**src/rtl/prog_loader_pkg.sv**
```systemverilog
// Shared CPU package: instruction-word geometry and the program-loader
// state encoding, also imported by the ROM and decoder blocks.
package prog_loader_pkg;

    // Default bytes per instruction word and the resulting word width
    localparam int INSTR_BYTES_DEF = 3;
    localparam int INSTR_W         = 8 * INSTR_BYTES_DEF;

    // Program-loader FSM states
    typedef enum logic [1:0] {
        ST_IDLE  = 2'd0,
        ST_LEN   = 2'd1,
        ST_DATA  = 2'd2,
        ST_CHECK = 2'd3
    } load_state_t;

    // Running checksum over the byte stream (length and payload bytes)
    function automatic logic [7:0] csum_update(input logic [7:0] csum,
                                               input logic [7:0] b);
        return csum ^ b;
    endfunction

endpackage

```
**src/rtl/prog_loader_packer.sv**
```systemverilog
// Byte-to-word packer: counts bytes within the current instruction word and
// shifts them in MSB-first, flagging the byte that completes a word.
module prog_packer #(
    parameter int INSTR_BYTES = 3
) (
    input  logic                     clk,
    input  logic                     rst,
    input  logic                     clear,
    input  logic                     byte_en,
    input  logic [7:0]               byte_data,
    output logic [8*INSTR_BYTES-1:0] word_next,
    output logic                     word_complete
);

    localparam int WORD_W = 8 * INSTR_BYTES;
    localparam int IDX_W  = (INSTR_BYTES > 1) ? $clog2(INSTR_BYTES) : 1;
    localparam logic [IDX_W-1:0] LAST_IDX = IDX_W'(INSTR_BYTES - 1);

    logic [IDX_W-1:0]  idx;
    logic [WORD_W-1:0] word;

    // The first byte ends up in the top byte lane after INSTR_BYTES shifts
    assign word_next     = (word << 8) | WORD_W'(byte_data);
    assign word_complete = byte_en && (idx == LAST_IDX);

    // Byte index and partial-word register; cleared at the start of a load
    always_ff @(posedge clk or negedge rst) begin
        if (!rst) begin
            idx  <= '0;
            word <= '0;
        end else if (clear) begin
            idx  <= '0;
            word <= '0;
        end else if (byte_en) begin
            word <= word_next;
            idx  <= word_complete ? '0 : idx + IDX_W'(1);
        end
    end

endmodule

```
**src/rtl/prog_loader.sv**
```systemverilog
// Program loader: receives a length byte, N instruction words as a byte
// stream and a trailing XOR checksum byte, writing each assembled word into
// instruction memory at consecutive addresses starting from 0.
module prog_loader
    import prog_loader_pkg::*;
#(
    parameter int ADDR_W      = 8,
    parameter int INSTR_BYTES = INSTR_BYTES_DEF
) (
    input  logic                     clk,
    input  logic                     rst,
    input  logic                     start,
    input  logic                     in_valid,
    input  logic [7:0]               in_data,
    output logic                     in_ready,
    output logic                     mem_w_enable,
    output logic [ADDR_W-1:0]        mem_w_addr,
    output logic [8*INSTR_BYTES-1:0] mem_w_data,
    output logic                     busy,
    output logic                     done,
    output logic                     error
);

    localparam int WORD_W = 8 * INSTR_BYTES;

    load_state_t       state;
    logic [ADDR_W-1:0] addr_cnt;
    logic [7:0]        csum;
    logic [7:0]        words_left;

    logic              accept;
    logic              pack_en;
    logic              pack_clear;
    logic [WORD_W-1:0] word_next;
    logic              word_complete;

    assign accept     = in_valid && in_ready;
    assign pack_en    = accept && (state == ST_DATA);
    assign pack_clear = (state == ST_IDLE) && start;

    prog_packer #(
        .INSTR_BYTES (INSTR_BYTES)
    ) u_packer (
        .clk           (clk),
        .rst           (rst),
        .clear         (pack_clear),
        .byte_en       (pack_en),
        .byte_data     (in_data),
        .word_next     (word_next),
        .word_complete (word_complete)
    );

    // Load sequencer: all outputs registered; the write strobe is a
    // one-cycle pulse issued the cycle after a word's final byte, while
    // in_ready stays high so the next word can keep streaming in
    always_ff @(posedge clk or negedge rst) begin
        if (!rst) begin
            state        <= ST_IDLE;
            in_ready     <= 1'b0;
            busy         <= 1'b0;
            done         <= 1'b0;
            error        <= 1'b0;
            mem_w_enable <= 1'b0;
            mem_w_addr   <= '0;
            mem_w_data   <= '0;
            addr_cnt     <= '0;
            csum         <= '0;
            words_left   <= '0;
        end else begin
            mem_w_enable <= 1'b0;
            case (state)
                ST_IDLE: begin
                    if (start) begin
                        state    <= ST_LEN;
                        in_ready <= 1'b1;
                        busy     <= 1'b1;
                        done     <= 1'b0;
                        error    <= 1'b0;
                        addr_cnt <= '0;
                        csum     <= '0;
                    end
                end
                ST_LEN: begin
                    if (accept) begin
                        words_left <= in_data;
                        csum       <= csum_update(csum, in_data);
                        state      <= (in_data == 8'd0) ? ST_CHECK : ST_DATA;
                    end
                end
                ST_DATA: begin
                    if (accept) begin
                        csum <= csum_update(csum, in_data);
                        if (word_complete) begin
                            mem_w_enable <= 1'b1;
                            mem_w_addr   <= addr_cnt;
                            mem_w_data   <= word_next;
                            addr_cnt     <= addr_cnt + ADDR_W'(1);
                            words_left   <= words_left - 8'd1;
                            if (words_left == 8'd1) begin
                                state <= ST_CHECK;
                            end
                        end
                    end
                end
                ST_CHECK: begin
                    if (accept) begin
                        if (in_data == csum) begin
                            done <= 1'b1;
                        end else begin
                            error <= 1'b1;
                        end
                        state    <= ST_IDLE;
                        in_ready <= 1'b0;
                        busy     <= 1'b0;
                    end
                end
                default: begin
                    state    <= ST_IDLE;
                    in_ready <= 1'b0;
                    busy     <= 1'b0;
                end
            endcase
        end
    end

endmodule

```
**config.mk**
```make
export PLATFORM = sky130hd
export DESIGN_NAME = prog_loader
export DESIGN_NICKNAME = d
export VERILOG_FILES = /design/src/rtl/prog_loader_pkg.sv /design/src/rtl/prog_loader_packer.sv /design/src/rtl/prog_loader.sv
export SDC_FILE = /design/constraint.sdc
export NUM_CORES = 1
export LEC_CHECK = 0
export ABC_AREA = 0
export CORE_MARGIN = 2
export CORE_UTILIZATION = 45
export DETAILED_ROUTE_END_ITERATION = 8
export HOLD_SLACK_MARGIN = 0.05
export PLACE_DENSITY = 0.67
export SLEW_MARGIN = 20
export SYNTH_ARGS = -nofsm -noshare
export SYNTH_HDL_FRONTEND = slang
export SYNTH_SLANG_ARGS = --single-unit
```
**constraint.sdc**
```tcl
create_clock -name clk -period 3.01 [get_ports clk]
set_clock_uncertainty 0.05 [all_clocks]
set_input_delay 0.903 -clock clk [delete_from_list [all_inputs] [get_ports clk]]
set_output_delay 0.903 -clock clk [all_outputs]
set_load 0.01 [all_outputs]
```
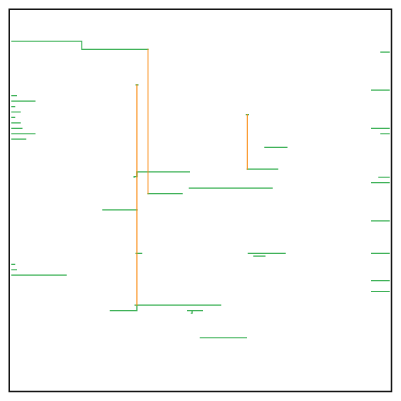
**Above:** signal wires by layer.
Drawn at 4 px/um. Two of the layers only.
Key: M3 = green [wire length 238 um]; M4 = orange [wire length 105 um]
vias: 2,666
final WL: 7730 um
Routed wire per std cell: 15.9 um
total track usage: 19.0%

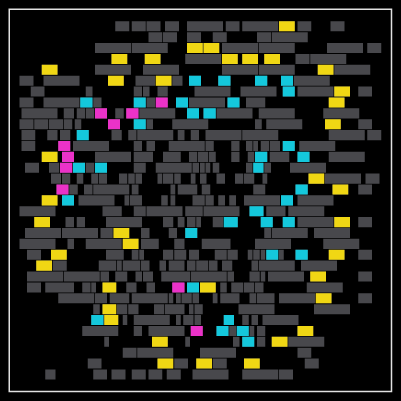
**Above:** selected gate families.
Drawn at 4 px/um.
Key: mux cells = yellow [cells 38, most used mux2_2, where all over the die]; non-inverting ao/oa cells = cyan [cells 35, most used a22o_1]; xor and xnor cells = magenta [cells 10, most used xor2_1]
most frequent logic cell in the layout: dfrtp_1
final std cells w/o fill: 486

==> results.txt <==
yosys + openroad results -> DP Wirelength=5420 um, flop-to-flop setup slack=0.75 ns, slowest CP cell=or4_1, Layout clock buffers=9, CP Cell Sequence=clkdlybuf4s50_1, nand2_2, or4_1, o31a_1, o22a_1, Non-CTS buffers=64, type of origin of the critical path=input port, Synth async-reset ratio=100%, Dominant comb cell=AND-OR/OR-AND gates, status=completed, XORs/XNORs by Area=2.34%, flip-flops with a built-in enable=0, initial antenna violation count=0, grt ovf=0, logic share of the area=35.8%, max incr delay on CP=0.64 ns, final setup TNS=0 ns, peak supply drop=0.188 mV, num ports=49, Hold Vio Cnt, Final=0
